$ cat config.mk
export PLATFORM = sky130hd
export DESIGN_NAME = alu_issue_stage
export DESIGN_NICKNAME = d
export VERILOG_FILES = /design/src/rtl/alu_issue_stage.sv
export SDC_FILE = /design/constraint.sdc
export NUM_CORES = 1
export LEC_CHECK = 0
export CELL_PAD_IN_SITES_DETAIL_PLACEMENT = 1
export CELL_PAD_IN_SITES_GLOBAL_PLACEMENT = 2
export CORE_UTILIZATION = 28
export CTS_CLUSTER_DIAMETER = 100
export DETAILED_ROUTE_END_ITERATION = 6
export GPL_ROUTABILITY_DRIVEN = 1
export PLACE_DENSITY_LB_ADDON = 0.1
export SETUP_SLACK_MARGIN = 0.02
export SKIP_CTS_REPAIR_TIMING = 1
export SLEW_MARGIN = 20
export SYNTH_ARGS = -nofsm -noshare
export SYNTH_HDL_FRONTEND = slang
export SYNTH_SLANG_ARGS = --single-unit
$ cat constraint.sdc
create_clock -name clk -period 3 [get_ports clk]
set_input_delay 0.3 -clock clk [delete_from_list [all_inputs] [get_ports clk]]
set_output_delay 0.3 -clock clk [all_outputs]
set_load 0.05 [all_outputs]
$ cat src/rtl/alu_issue_stage.sv
// Issue stage in front of a combinational ALU: 2-entry request FIFO feeding the
// ALU operand/op inputs, and a result register handing C to writeback.
module alu_issue_stage #(
  parameter int TAG_W = 5,
  parameter int DEPTH = 2
) (
  input  logic             clk,
  input  logic             reset,
  input  logic             flush,
  input  logic             in_valid,
  output logic             in_ready,
  input  logic [2:0]       in_op,
  input  logic [31:0]      in_a,
  input  logic [31:0]      in_b,
  input  logic [TAG_W-1:0] in_tag,
  output logic [31:0]      alu_A,
  output logic [31:0]      alu_B,
  output logic [2:0]       alu_op,
  input  logic [31:0]      alu_C,
  output logic             out_valid,
  input  logic             out_ready,
  output logic [31:0]      out_data,
  output logic [TAG_W-1:0] out_tag,
  output logic             out_err,
  output logic [1:0]       count
);

  localparam logic [1:0] FULL = 2'(DEPTH);

  // Handshake: a transfer happens on an edge where valid & ready are both high;
  // valid never waits on ready, and ready here depends on registered state only.
  logic             clr;
  logic             push;
  logic             pop;
  logic             fifo_empty;

  logic [31:0]      a_mem_q   [2];
  logic [31:0]      b_mem_q   [2];
  logic [2:0]       op_mem_q  [2];
  logic [TAG_W-1:0] tag_mem_q [2];
  logic             wr_ptr_q;
  logic             rd_ptr_q;
  logic [1:0]       count_q;
  logic [1:0]       count_d;

  logic             out_valid_q, out_valid_d;
  logic [31:0]      out_data_q,  out_data_d;
  logic [TAG_W-1:0] out_tag_q,   out_tag_d;
  logic             out_err_q,   out_err_d;

  assign clr        = reset | flush;
  assign fifo_empty = (count_q == 2'd0);
  assign in_ready   = (count_q != FULL);
  assign push       = in_valid & in_ready;
  assign pop        = !fifo_empty & (!out_valid_q | out_ready);

  assign alu_A  = fifo_empty ? 32'd0 : a_mem_q[rd_ptr_q];
  assign alu_B  = fifo_empty ? 32'd0 : b_mem_q[rd_ptr_q];
  assign alu_op = fifo_empty ? 3'd0  : op_mem_q[rd_ptr_q];

  always_comb begin
    count_d = count_q;
    case ({push, pop})
      2'b10:   count_d = count_q + 2'd1;
      2'b01:   count_d = count_q - 2'd1;
      default: count_d = count_q;
    endcase
  end

  always_ff @(posedge clk) begin
    if (clr) begin
      wr_ptr_q <= 1'b0;
      rd_ptr_q <= 1'b0;
      count_q  <= 2'd0;
      for (int i = 0; i < 2; i++) begin
        a_mem_q[i]   <= '0;
        b_mem_q[i]   <= '0;
        op_mem_q[i]  <= '0;
        tag_mem_q[i] <= '0;
      end
    end else begin
      if (push) begin
        a_mem_q[wr_ptr_q]   <= in_a;
        b_mem_q[wr_ptr_q]   <= in_b;
        op_mem_q[wr_ptr_q]  <= in_op;
        tag_mem_q[wr_ptr_q] <= in_tag;
        wr_ptr_q            <= ~wr_ptr_q;
      end
      if (pop) begin
        rd_ptr_q <= ~rd_ptr_q;
      end
      count_q <= count_d;
    end
  end

  // Data and tag hold their last values after the result is consumed.
  always_comb begin
    out_valid_d = out_valid_q;
    out_data_d  = out_data_q;
    out_tag_d   = out_tag_q;
    out_err_d   = out_err_q;
    if (pop) begin
      out_valid_d = 1'b1;
      out_data_d  = alu_C;
      out_tag_d   = tag_mem_q[rd_ptr_q];
      out_err_d   = (op_mem_q[rd_ptr_q][2:1] == 2'b11);
    end else if (out_valid_q && out_ready) begin
      out_valid_d = 1'b0;
    end
  end

  always_ff @(posedge clk) begin
    if (clr) begin
      out_valid_q <= 1'b0;
      out_data_q  <= '0;
      out_tag_q   <= '0;
      out_err_q   <= 1'b0;
    end else begin
      out_valid_q <= out_valid_d;
      out_data_q  <= out_data_d;
      out_tag_q   <= out_tag_d;
      out_err_q   <= out_err_d;
    end
  end

  assign out_valid = out_valid_q;
  assign out_data  = out_data_q;
  assign out_tag   = out_tag_q;
  assign out_err   = out_err_q;
  assign count     = count_q;

endmodule
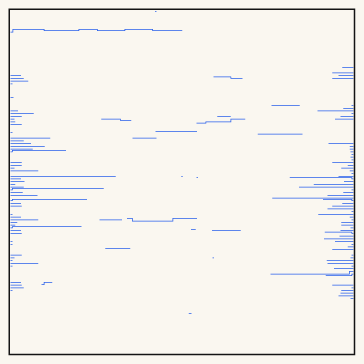
Run 1: met3 routing
Drawn at 2 px/micron.
main direction: horizontal
nets with wire on the layer: 123
longest straight run: 52.2 microns
share of all routed wire: 5.9%
Vias: 5666
WL final: 21980 microns
M3 GR Usage: 4.234%

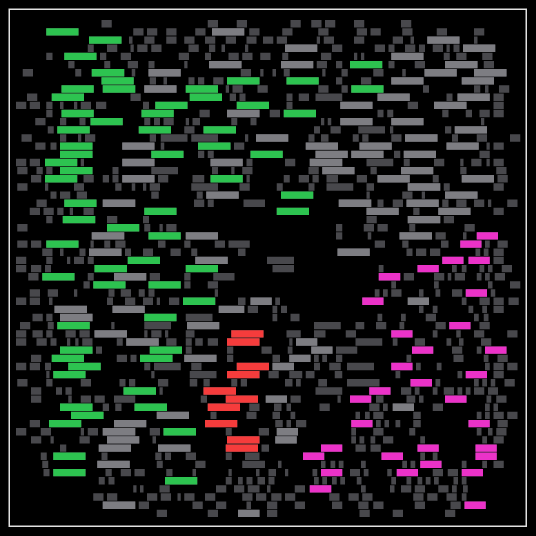
Run 1: where the registers sit
Drawn at 3 px/micron.
[tag_mem_q] red | sequential cells: 10 | where: bottom center
[out_data] magenta | sequential cells: 32
[b_mem_q] green | sequential cells: 64
flop share of the area: 46.18%
post-layout util: 40.16%

==> flow_summary.toml, run 1 <==
# synthesis and place-and-route metrics
[floorplanning]
fp-row-count = 61
die_w_microns = 171.9
die_h_microns = 171.9
chipArea_sq_mm = 0.02954
io_pins = 218
fp_util_pct = 28.76

[pwr]
pwr-share-seq_pct = 49.1
p_clk_share_pct = 36.7
peakVddDrop_mv = 0.3608
leakagePower_nw = 3.907
swShare_pct = 26.72
p_comb_share_pct = 14.2
power.internal_w = 0.004451
power.switching_w = 0.001623
power_density_mw_per_mm2 = 538.5

[worst_setup_path]
endpoint_kind = "output port"
startpoint_type = "register"
path_class = "reg2out"
crit_fanout = 48
reg2reg_depth = 6
cp.required_ns = 2.70
critPathArrivalTime_ns = 2.50

[finish]
area_growth_pct = 39.62
stdcell_area_sq_mm = 0.01128
fill_cells = 3065
mi_logic_area_sq_mm = 0.002646
fin_nets = 973
seqCellArea_sq_mm = 0.005209
drive_gt1_share_pct = 6.393
fin_cells = 1256

[placement]
port-buffer-count = 217
dp_hpwl_microns = 14270
place_ws_ns = 0.6463
placed_cell_area_sq_mm = 0.01071
dpl.cell_count = 1222
gp_congestion = 0.7307

[synth]
ff_type = "edfxtp_1"
postSynthSeqShare_pct = 64.43
yosysTopAreaCell = "edfxtp_1"
synthCells = 662
yosys_area_sq_mm = 0.008079
topCellsByArea = "edfxtp_1 54%, and2_1 11%, dfxtp_1 11%"
synth_warnings = 0
common_cells = "144 x and2_1, 144 x edfxtp_1, 72 x mux2i_1"
ys_ff = 188
ys_cells = 662
edf_count = 144
netlist_area_sq_mm = 0.008079
fp_nets = 772
avgSynthCellArea_sq_um = 12.20
async_reset_ff_share_pct = 0
top_area_share_pct = 53.52
ys_types = 29

[clock_tree]
htree_levels = 4
tritoncts = "yes"
clk_path_buf_depth = 2
numCtsBuffers = 17
clk_latency_ns = 0.42
clockRootBuffer = "clkbuf_16"
clkTransAtPathRegs_ns = 0.07
clock-sinks = 188

[sta]
finalClockPeriodUsage_pct = 93.22
period_needed_ns = 2.797
report.final.slew_viol_count = 0
setup_viol = 0
worstMarginPinSlew_ns = 0.7339
max_freq_mhz = 357.6
hold_viol = 0
tns_ns = 0
setup_ws_ns = 0.2034
rsz0062_at_grt = "no"
fin_skew_ns = 0.01207
relSlewSlack_pct = 51.07

[job]
maxCapViolCount = 0
warning_count = 26

[worst_hold_path]
worstHoldPathType = "in2reg"
holdPathStages = 3

[routing]
drtIter0Drc = 288
vias_per_cell = 4.511
postRouteAntennaNets = 0
avgRoutedWirePerCell_microns = 17.50
drcViolationCount = 0
drtPass1Iterations = 6

[global_routing]
grt_overflow_total = 0
antenna_found_initial = 2
grt_pass1_wl_microns = 33830
grt_pass1_vias = 6150
grt_max_degree = 73
grt_util_all_layers_pct = 15.19

[outcome]
outcome = "complete, no violations"
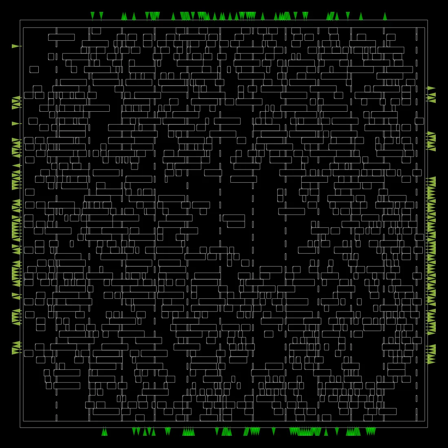
Run 1: cell outlines without signal wires
core area: 0.02809 sq mm
Flops: 188

## run 1: final timing paths
kind,slack (ns),from,to
setup / recovery,0.20,count[0],alu_B[1]
hold / removal,0.43,alu_C[10],out_data[10]
setup reg to reg,0.71,count[0],count[1]
hold reg to reg,0.48,out_data[0],out_data[0]
## run 1: power by group through the flow
| stage | Sequential [W] | Clock (W) | Combinational (W) |
|---|---|---|---|
| final | 0.00298 | 0.00223 | 0.000864 |
| after global routing | 0.00300 | 0.00238 | 0.000935 |
| after CTS | 0.00299 | 0.00229 | 0.000883 |
| after detailed placement | 0.00305 | 0 | 0.000879 |
| after global placement | 0.00304 | 0 | 0.000870 |
| after floorplan | 0.00310 | 0 | 0.000430 |
## run 1: stage by stage
stage,hold WS (ns),power (W)
2_1_floorplan,0.4477,0.003527
3_3_place_gp,0.4591,0.003907
3_5_place_dp,0.4705,0.003924
4_1_cts,0.4125,0.006164
5_1_grt,0.4365,0.006311
6_report,0.4331,0.006074
## run 1: layout by cell type (no fill, tap or decap), types with 5 or more instances in the layout
master | netlist | routed
clkdlybuf4s50_1 | 0 | 217
and2_1 | 144 | 144
edfxtp_1 | 144 | 144
mux2i_1 | 72 | 72
nor2_1 | 71 | 70
a21oi_1 | 43 | 43
dfxtp_1 | 44 | 43
o21ai_0 | 36 | 36
nand3_1 | 32 | 32
clkbuf_16 | 0 | 17
buf_4 | 0 | 11
buf_12 | 0 | 6
a211oi_1 | 5 | 5
clkinvlp_4 | 0 | 5
## run 1: area by class of cell
cell class	count	share of cell area, %
Sequential cell	188	46.18
Multi-Input combinational cell	420	23.46
Timing Repair Buffer	234	21.05
Tap cell	378	4.193
Clock buffer	20	3.871
Clock inverter	12	1.131
Inverter	2	0.06656
Antenna cell	2	0.04437
## run 1: per-layer routing
metal	up-vias	track usage, %	routed length [microns]
li1	2710	-	-
met1	2795	18.41	9641
met2	147	26.37	10780
met3	14	4.234	1299
met4	0	4.078	253
met5	-	0	0
## run 1: sequential cells by signal (all words and copies together) (netlist names), named ones only
register,flops
count,2
rd_ptr_q,1
a_mem_q,64
op_mem_q,6
out_tag,5
wr_ptr_q,1
tag_mem_q,10
out_data,32
b_mem_q,64
out_valid,1
out_err,1
## run 1: kinds of logic (layout without fill, tap and decap cells)
logic type	Yosys count	in the layout	share of synthesized area (%)
compound gates	84	84	5.359
xor+xnor	2	2	0.2169
fa+ha+maj	1	1	0.1548
buf+inv	54	268	3.144
flops	188	188	64.43
mux	72	72	8.921
other cells	0	2	0
simple gates	261	261	17.78
## run 1: worst max-delay path: stages, from the launching register on
cell and delay, ns:
dfxtp_1 0.55, nor2_4 0.07, buf_4 0.32, nor2_1 0.28, clkdlybuf4s50_1 0.85
==> run 2, diff against run 1 <==
- ABC_CLOCK_PERIOD_IN_PS: not set -> 3000
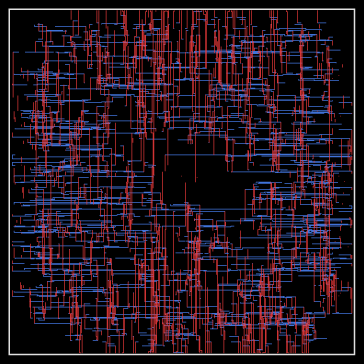
Run 2: metal layers overlaid
Drawn at 2 px/micron. Only two layers are drawn.
[M1] blue | wire length: 9640 microns
[M2] red | wire length: 10800 microns
gr usage total: 15.19%
WL/cell: 17.50 microns

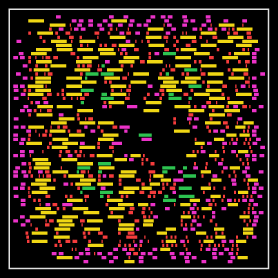
Run 2: cells colored by class
Drawn at 1.5 px/micron.
[registers] yellow | cells: 188
[remaining logic cells] red | cells: 422
[clock drivers and dummy loads] green | cells: 32
[remaining buffers and delay cells] magenta | cells: 234
row count: 61
final instance area: 0.01128 sq mm

==> flow_summary.toml, run 2 <==
# synthesis and place-and-route metrics
[outcome]
outcome = "complete, no violations"

[synth]
ys_types = 29
yosysTopAreaCell = "edfxtp_1"
edf_count = 144
topCellsByArea = "edfxtp_1 54%, and2_1 11%, dfxtp_1 11%"
synth_warnings = 0
fp_nets = 772
netlist_area_sq_mm = 0.008079
synthCells = 662
ys_ff = 188
ys_cells = 662
async_reset_ff_share_pct = 0
common_cells = "144 x and2_1, 144 x edfxtp_1, 72 x mux2i_1"
top_area_share_pct = 53.52
yosys_area_sq_mm = 0.008079
avgSynthCellArea_sq_um = 12.20
postSynthSeqShare_pct = 64.43

[worst_hold_path]
worstHoldPathType = "in2reg"

[routing]
drt-total-wl_microns = 21980
route.vias.total = 5666
postRouteAntennaNets = 0
drcViolationCount = 0
drtPass1Iterations = 6
vias_per_cell = 4.511
drtIter0Drc = 288

[worst_setup_path]
startpoint_type = "register"
endpoint_kind = "output port"
path_class = "reg2out"
critPathArrivalTime_ns = 2.50
cp.required_ns = 2.70
rrSetupSlack_ns = 0.71
crit_fanout = 48

[finish]
fin_cells = 1256
drive_gt1_share_pct = 6.393
fin_nets = 973
layout_top_cells = "217 x clkdlybuf4s50_1, 144 x and2_1, 144 x edfxtp_1, 72 x mux2i_1, 70 x nor2_1"
area_growth_pct = 39.62
fill_cells = 3065
final_common_cell = "clkdlybuf4s50_1"

[placement]
dpl.cell_count = 1222
gp_congestion = 0.7307
dp_hpwl_microns = 14270
placed_cell_area_sq_mm = 0.01071

[sta]
setup_viol = 0
report.final.slew_viol_count = 0
hold_viol = 0
rsz0062_at_grt = "no"
period_needed_ns = 2.797
relSlewSlack_pct = 51.07
fin_skew_ns = 0.01207
tns_ns = 0
finalClockPeriodUsage_pct = 93.22
fin_hold_ws_ns = 0.4331
max_freq_mhz = 357.6
worstMarginPinSlew_ns = 0.7339

[clock_tree]
htree_levels = 4
clkTransAtPathRegs_ns = 0.07
tritoncts = "yes"
numCtsBuffers = 17
clk_path_buf_depth = 2
clk_latency_ns = 0.42
clock-sinks = 188

[global_routing]
grt_pass1_wl_microns = 33830
grt_pass1_vias = 6150
antenna_found_initial = 2
grt_overflow_total = 0
grt_max_degree = 73

[pwr]
peakVddDrop_mv = 0.3608
leakagePower_nw = 3.907
power_density_mw_per_mm2 = 538.5

[job]
warning_count = 26
maxCapViolCount = 0

[floorplanning]
io_pins = 218
die_h_microns = 171.9
core-area_sq_mm = 0.02809
chipArea_sq_mm = 0.02954
die_w_microns = 171.9
fp_util_pct = 28.76
## run 2: cell counts in the layout (fill, tap and decap cells not counted)
No cell type changed its count.
## run 2: path summary, 6_finish.rpt
path	cells past startpoint	from	to
worst max-delay path	4	count[0]	alu_B[1]
worst min-delay path	3	alu_C[10]	out_data[10]
worst max register to register	6	count[0]	count[1]
worst min register to register	2	out_data[0]	out_data[0]
## run 2: logic make-up after synthesis
logic type	synth area share (%)
AOI/OAI and AO/OA	5.359
xor gates and xnor gates	0.2169
adders and majority gates	0.1548
buffers and inverters	3.144
DFF	64.43
muxes	8.921
and+or+nand+nor	17.78
## run 2: metrics by stage
step	total power (W)	util (%)	setup WS [ns]
2_1_floorplan	0.003527	-	0.1563
3_3_place_gp	0.003907	38.13	0.6754
3_5_place_dp	0.003924	38.13	0.6463
4_1_cts	0.006164	40.14	0.1674
5_1_grt	0.006311	40.15	0.09804
6_report	0.006074	40.16	0.2034
## run 2: routing by layer
metal | share of wire (%) | wire [microns] | global-route usage, %
met5 | 0 | 0 | 0
met2 | 49 | 10780 | 26.37
met4 | 1.2 | 253 | 4.078
met3 | 5.9 | 1299 | 4.234
met1 | 44 | 9641 | 18.41
## run 2: report_power, final
part           switching, W  internal [W]  total [W]
logic              0.000516      0.000347   0.000864
clock network       0.00106       0.00117    0.00223
registers         0.0000516       0.00293    0.00298
## run 2: area by class of cell
class,count,area (sq um),share of cell area [%]
flip-flops and latches,188,5209,46.18
clock buffers,20,436.7,3.871
diodes,2,5.005,0.04437
inverters,2,7.507,0.06656
multi-input cells,420,2646,23.46
clock inverters,12,127.6,1.131
well taps,378,473.0,4.193
repair buffers,234,2375,21.05
## run 2: worst max-delay path, stage by stage (launching register included)
cell	delay, ns
dfxtp_1	0.55
nor2_4	0.07
buf_4	0.32
nor2_1	0.28
clkdlybuf4s50_1	0.85
Power is estimated from default activity; no workload was simulated.
